Figure 1. Wire density map.
(1 px per um) The die is cut into 33 by 34 equal tiles; black is low, pale yellow is high, scaled to the fullest tile. Values are wire area over tile area, all layers added.
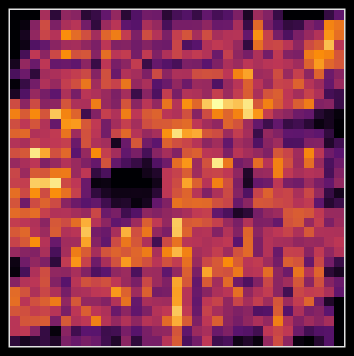
Figure 2. The clock network.
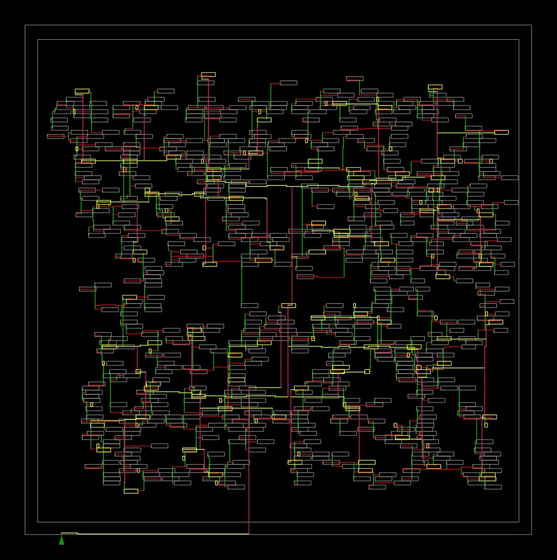
Figure 3. Drive-strength map.
(1.5 px per um)
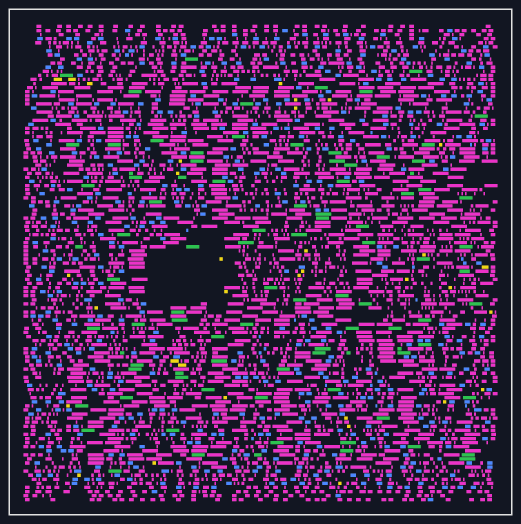
Figure 4. Met3 routing.
(1.5 px per um)
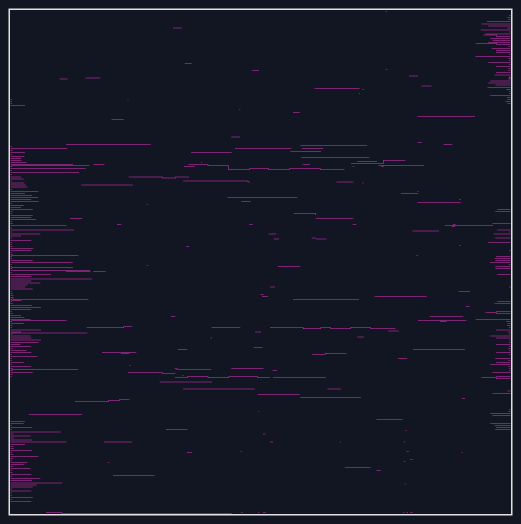
Figure 5. Sequential cells coloured by netlist name.
(1 px per um)
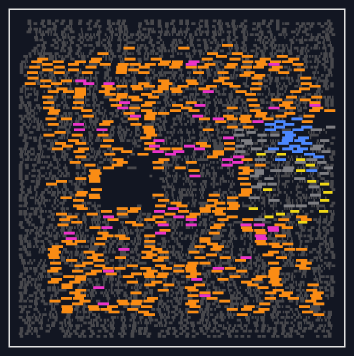
File: config.mk
export PLATFORM = sky130hd
export DESIGN_NAME = stream_argmax
export DESIGN_NICKNAME = d
export VERILOG_FILES = /design/src/rtl/stream_argmax.sv
export SDC_FILE = /design/constraint.sdc
export NUM_CORES = 2
export LEC_CHECK = 0
export CAP_MARGIN = 20
export CELL_PAD_IN_SITES_DETAIL_PLACEMENT = 1
export CELL_PAD_IN_SITES_GLOBAL_PLACEMENT = 2
export CORE_AREA = 8 8 326 328
export CTS_CLUSTER_DIAMETER = 200
export DETAILED_ROUTE_END_ITERATION = 10
export DIE_AREA = 0 0 334 336
export PLACE_DENSITY_LB_ADDON = 0.1
export SYNTH_ARGS = -nofsm -noshare
export SYNTH_HDL_FRONTEND = slang
export SYNTH_SLANG_ARGS = --single-unit
File: constraint.sdc
create_clock -name i_clk -period 80.9 [get_ports i_clk]
set_input_delay 16.18 -clock i_clk [delete_from_list [all_inputs] [get_ports i_clk]]
set_output_delay 16.18 -clock i_clk [all_outputs]
set_load 0.03 [all_outputs]
File: src/rtl/stream_argmax.sv
// Pipelined max/argmax reduction over multi-beat rows with valid/ready backpressure.
// Optional lane masking is enabled by defining STREAM_ARGMAX_MASK_EN.
module stream_argmax #(
    parameter int BIT_WIDTH = 16,
    parameter int LANES     = 32,
    parameter int MAX_BEATS = 8,
    parameter int SIGNED    = 1,
    parameter int STAGES    = $clog2(LANES),
    parameter int IDX_W     = $clog2(LANES*MAX_BEATS)
) (
    input  logic                       i_clk,
    input  logic                       i_rst,
    input  logic                       i_valid,
    output logic                       o_ready,
    input  logic [BIT_WIDTH*LANES-1:0] i_data,
`ifdef STREAM_ARGMAX_MASK_EN
    input  logic [LANES-1:0]           i_mask,
    output logic                       o_all_masked,
`endif
    input  logic                       i_last,
    output logic                       o_valid,
    input  logic                       i_ready,
    output logic [BIT_WIDTH-1:0]       o_max,
    output logic [IDX_W-1:0]           o_idx,
    output logic                       o_err
);
    localparam int LANE_W = $clog2(LANES);
    localparam int BEAT_W = (MAX_BEATS > 1) ? $clog2(MAX_BEATS) : 1;
    localparam int TAG_W  = BEAT_W + 2;
    localparam logic S_IDLE  = 1'b0;
    localparam logic S_ACCUM = 1'b1;

    function automatic logic gt(input logic [BIT_WIDTH-1:0] a, input logic [BIT_WIDTH-1:0] b);
        if (SIGNED != 0) return $signed(a) > $signed(b);
        else             return a > b;
    endfunction

    logic                 adv, accept, trunc, last_eff;
    logic [BEAT_W-1:0]    cnt_q, cnt_d;
    logic [STAGES-1:0]    vld_q;
    logic [TAG_W-1:0]     tag_q [STAGES];
    logic [BIT_WIDTH-1:0] leaf_v [LANES];
    logic [BIT_WIDTH-1:0] nd_v [1:LANES-1];
    logic [LANE_W-1:0]    nd_i [1:LANES-1];
    logic [BIT_WIDTH-1:0] node_v_q [1:LANES-1];
    logic [LANE_W-1:0]    node_i_q [1:LANES-1];

    assign adv      = !o_valid || i_ready;
    assign o_ready  = adv;
    assign accept   = i_valid && adv;
    assign trunc    = (cnt_q == BEAT_W'(MAX_BEATS-1)) && !i_last;
    assign last_eff = i_last || trunc;
    assign cnt_d    = last_eff ? '0 : cnt_q + 1'b1;

`ifdef STREAM_ARGMAX_MASK_EN
    localparam logic [BIT_WIDTH-1:0] MIN_V = (SIGNED != 0) ? {1'b1, {(BIT_WIDTH-1){1'b0}}} : '0;
    logic [STAGES-1:0] any_q;
`endif

    // Leaves feed the first tree stage combinationally; lane l is leaf l.
    for (genvar l = 0; l < LANES; l++) begin : g_leaf
`ifdef STREAM_ARGMAX_MASK_EN
        assign leaf_v[l] = i_mask[l] ? i_data[l*BIT_WIDTH +: BIT_WIDTH] : MIN_V;
`else
        assign leaf_v[l] = i_data[l*BIT_WIDTH +: BIT_WIDTH];
`endif
    end

    // Heap-ordered tree: node n compares children 2n (left, wins ties) and 2n+1.
    for (genvar n = 1; n < LANES; n++) begin : g_node
        if (2*n >= LANES) begin : g_l
            localparam int A = 2*n - LANES;
            logic rgt;
            assign rgt     = gt(leaf_v[A+1], leaf_v[A]);
            assign nd_v[n] = rgt ? leaf_v[A+1] : leaf_v[A];
            assign nd_i[n] = rgt ? LANE_W'(A+1) : LANE_W'(A);
        end else begin : g_i
            logic rgt;
            assign rgt     = gt(node_v_q[2*n+1], node_v_q[2*n]);
            assign nd_v[n] = rgt ? node_v_q[2*n+1] : node_v_q[2*n];
            assign nd_i[n] = rgt ? node_i_q[2*n+1] : node_i_q[2*n];
        end
    end

    always_ff @(posedge i_clk) begin
        if (adv) begin
            node_v_q <= nd_v;
            node_i_q <= nd_i;
            tag_q[0] <= {last_eff, trunc, cnt_q};
            for (int k = 1; k < STAGES; k++) tag_q[k] <= tag_q[k-1];
`ifdef STREAM_ARGMAX_MASK_EN
            any_q[0] <= |i_mask;
            for (int k = 1; k < STAGES; k++) any_q[k] <= any_q[k-1];
`endif
        end
    end

    // Accumulator / result stage.
    logic                 state_q, state_d;
    logic [BIT_WIDTH-1:0] acc_max_q, acc_max_d, m_max, o_max_q, o_max_d;
    logic [IDX_W-1:0]     acc_idx_q, acc_idx_d, m_idx, beat_idx, o_idx_q, o_idx_d;
    logic                 o_valid_q, o_valid_d, o_err_q, o_err_d, take;
    logic                 rt_last, rt_err;
    logic [BEAT_W-1:0]    rt_beat;

    assign {rt_last, rt_err, rt_beat} = tag_q[STAGES-1];

`ifdef STREAM_ARGMAX_MASK_EN
    logic acc_any_q, acc_any_d, m_any, o_am_q, o_am_d;
`endif

    always_comb begin
        state_d   = state_q;
        acc_max_d = acc_max_q;
        acc_idx_d = acc_idx_q;
        o_valid_d = o_valid_q;
        o_max_d   = o_max_q;
        o_idx_d   = o_idx_q;
        o_err_d   = o_err_q;
        beat_idx  = (IDX_W'(rt_beat) << LANE_W) | IDX_W'(node_i_q[1]);
        take      = (state_q == S_IDLE) || gt(node_v_q[1], acc_max_q);
        m_max     = take ? node_v_q[1] : acc_max_q;
        m_idx     = take ? beat_idx : acc_idx_q;
`ifdef STREAM_ARGMAX_MASK_EN
        acc_any_d = acc_any_q;
        o_am_d    = o_am_q;
        m_any     = ((state_q == S_IDLE) ? 1'b0 : acc_any_q) | any_q[STAGES-1];
`endif
        if (adv) begin
            o_valid_d = 1'b0;
            if (vld_q[STAGES-1]) begin
                if (rt_last) begin
                    o_valid_d = 1'b1;
                    o_max_d   = m_max;
                    o_idx_d   = m_idx;
                    o_err_d   = rt_err;
                    state_d   = S_IDLE;
`ifdef STREAM_ARGMAX_MASK_EN
                    o_am_d    = !m_any;
`endif
                end else begin
                    acc_max_d = m_max;
                    acc_idx_d = m_idx;
                    state_d   = S_ACCUM;
`ifdef STREAM_ARGMAX_MASK_EN
                    acc_any_d = m_any;
`endif
                end
            end
        end
    end

    always_ff @(posedge i_clk) begin
        acc_max_q <= acc_max_d;
        acc_idx_q <= acc_idx_d;
`ifdef STREAM_ARGMAX_MASK_EN
        acc_any_q <= acc_any_d;
`endif
    end

    always_ff @(posedge i_clk or posedge i_rst) begin
        if (i_rst) begin
            vld_q     <= '0;
            cnt_q     <= '0;
            state_q   <= S_IDLE;
            o_valid_q <= 1'b0;
            o_max_q   <= '0;
            o_idx_q   <= '0;
            o_err_q   <= 1'b0;
`ifdef STREAM_ARGMAX_MASK_EN
            o_am_q    <= 1'b0;
`endif
        end else begin
            if (adv) begin
                vld_q[0] <= accept;
                for (int k = 1; k < STAGES; k++) vld_q[k] <= vld_q[k-1];
            end
            if (accept) cnt_q <= cnt_d;
            state_q   <= state_d;
            o_valid_q <= o_valid_d;
            o_max_q   <= o_max_d;
            o_idx_q   <= o_idx_d;
            o_err_q   <= o_err_d;
`ifdef STREAM_ARGMAX_MASK_EN
            o_am_q    <= o_am_d;
`endif
        end
    end

    assign o_valid = o_valid_q;
    assign o_max   = o_max_q;
    assign o_idx   = o_idx_q;
    assign o_err   = o_err_q;
`ifdef STREAM_ARGMAX_MASK_EN
    assign o_all_masked = o_am_q;
`endif

endmodule

==> flow_summary.html <==
<h3>Flow metrics</h3>
<table>
<tr><th>Metric</th><th>Value</th></tr>
<tr><th colspan="2">Run status</th></tr>
<tr><td>Status</td><td>finished, final reports clean</td></tr>
<tr><th colspan="2">GRT</th></tr>
<tr><td>Pin count of the biggest net entering global routing</td><td>160</td></tr>
<tr><td>Vias in the first global route</td><td>29400</td></tr>
<tr><td>GRT Residual Overflow</td><td>0</td></tr>
<tr><th colspan="2">Final timing</th></tr>
<tr><td>Clock skew</td><td>roughly 16 ps</td></tr>
<tr><td>Worst-margin pin slew</td><td>~1000 ps</td></tr>
<tr><td>Final hold violation count</td><td>0</td></tr>
<tr><td>Max-slew violation count</td><td>0</td></tr>
<tr><td>Count of endpoints failing setup in the final report</td><td>0</td></tr>
<tr><th colspan="2">Job</th></tr>
<tr><td># Max-Cap Violations</td><td>0</td></tr>
<tr><th colspan="2">Synth</th></tr>
<tr><td>Registers, synthesis</td><td>roughly 640</td></tr>
<tr><td>Combined area of all synthesized cells</td><td>~40000 sq um</td></tr>
<tr><td>Post-synthesis share of cell area spent on xor and xnor gates</td><td>0</td></tr>
<tr><td>Cell count listed in synth_stat.txt</td><td>between 3000 and 4000</td></tr>
<tr><td>Synth warn</td><td>0</td></tr>
<tr><th colspan="2">Finish</th></tr>
<tr><td>Flops</td><td>between 600 and 700</td></tr>
<tr><td>Non-filler instance count after layout</td><td>5380</td></tr>
<tr><td>Multi-input combinational cell area</td><td>18700 sq um</td></tr>
<tr><td>Register with the highest flop count</td><td>node_v_q</td></tr>
<tr><td>Number of antenna repair diodes</td><td>6</td></tr>
<tr><td>Number of flip-flops in the largest register</td><td>between 400 and 500</td></tr>
<tr><th colspan="2">Placed design</th></tr>
<tr><td>Global placement routability congestion</td><td>between 0.7 and 0.8</td></tr>
<tr><td>Number of port buffers</td><td>about 540</td></tr>
<tr><th colspan="2">Worst setup path</th></tr>
<tr><td>Launching point of the worst reg2reg path</td><td>o_valid</td></tr>
<tr><td>Kind of capture point of the worst setup path</td><td>primary output</td></tr>
<tr><td>Crit-path most repeated cell</td><td>sky130_fd_sc_hd__clkdlybuf4s50_1</td></tr>
<tr><td>Slowest cell on the critical path</td><td>sky130_fd_sc_hd__clkdlybuf4s50_1</td></tr>
<tr><td>Critical Path Stages</td><td>3</td></tr>
<tr><th colspan="2">Power</th></tr>
<tr><td>Power density relative to cell area</td><td>between 30 and 40 nW/um^2</td></tr>
<tr><td>Leakage power</td><td>roughly 21 nW</td></tr>
<tr><th colspan="2">Floorplanning</th></tr>
<tr><td>Area enclosed by the die boundary</td><td>between 100000 and 150000 sq um</td></tr>
<tr><td>Effective utilization at floorplan</td><td>0.398</td></tr>
<tr><td>Taps Inserted</td><td>about 1300</td></tr>
<tr><th colspan="2">Clock tree</th></tr>
<tr><td>Number of sinks driven by the clock tree</td><td>approximately 640</td></tr>
<tr><td>Count of cells resized by post-cts repair</td><td>0</td></tr>
</table>
## Picture notes: Figure 1
The fullest tile reaches 0.35. The mean over all tiles is 0.15. 2.7% of the tiles are nearly empty.
post-detailed-routing wire length: 107000 um
GRT Util Overall: 0.185
number of vias in the routed layout: 27800

## Picture notes: Figure 2
clk latency late pin: 620 ps
Clock buffer cells: 95

## Picture notes: Figure 3
Green is drive 6 and up, cells 92, share 2.3%, most used clkbuf_16. Magenta is drive 1 or less, cells 3426, share 84%, most used edfxtp_1. Blue is drive 2, cells 514, share 13%, most used mux2_2. Yellow is drive 3 to 4, cells 33, share 0.81%, most used buf_4.
non-clock buffer instance count of the final layout: 573
final instance area: 49500 sq um
fin worst setup slack: 46930 ps
area delta synth->final: 23.1%

## Picture notes: Figure 4
The wires run mostly horizontal. The longest straight run is 113 um.
met3 layer usage reported by global route: 0.0372

## Picture notes: Figure 5
Yellow is o_max, sequential cells 16, where middle right. Magenta is node_i_q, sequential cells 57. Blue is tag_q, sequential cells 25, where middle right. Orange is node_v_q, sequential cells 496, where widely spread.
Register Area: 19000 sq um
Power Sequential: 0.000651 W
core utilization of the finished layout: 0.490

-- power by group --
group / total (W) / switching [W] / internal [W]
clock network: 0.000330 / 0.000134 / 0.000196
registers: 0.000651 / 0.0000908 / 0.000560
logic: 0.000708 / 0.000387 / 0.000321
-- synth_stat cells (8+ instances only) --
cell type	number
sky130_fd_sc_hd__nor4_1	18
sky130_fd_sc_hd__buf_4	9
sky130_fd_sc_hd__o21ai_0	120
sky130_fd_sc_hd__mux2i_1	19
sky130_fd_sc_hd__clkbuf_1	23
sky130_fd_sc_hd__nand4_1	83
sky130_fd_sc_hd__nor3_1	31
sky130_fd_sc_hd__a2bb2oi_1	8
sky130_fd_sc_hd__dfrtp_1	35
sky130_fd_sc_hd__and3_1	34
sky130_fd_sc_hd__o22ai_1	12
sky130_fd_sc_hd__a22o_1	10
sky130_fd_sc_hd__buf_6	8
sky130_fd_sc_hd__mux2_2	467
sky130_fd_sc_hd__mux2_1	23
sky130_fd_sc_hd__ha_1	514
sky130_fd_sc_hd__nand2b_1	15
sky130_fd_sc_hd__o211ai_1	26
sky130_fd_sc_hd__nor2_1	95
sky130_fd_sc_hd__nand2_1	164
sky130_fd_sc_hd__a31oi_1	44
sky130_fd_sc_hd__a211o_1	9
sky130_fd_sc_hd__a22oi_1	12
sky130_fd_sc_hd__a21oi_1	147
sky130_fd_sc_hd__a21o_1	53
sky130_fd_sc_hd__and4_1	10
sky130_fd_sc_hd__edfxtp_1	602
sky130_fd_sc_hd__o21a_1	16
sky130_fd_sc_hd__inv_1	574
sky130_fd_sc_hd__buf_2	31
sky130_fd_sc_hd__nor2b_1	37
sky130_fd_sc_hd__a211oi_1	29
sky130_fd_sc_hd__nand3_1	58
Power figures rest on the tool's default switching activity, not on a simulated workload.
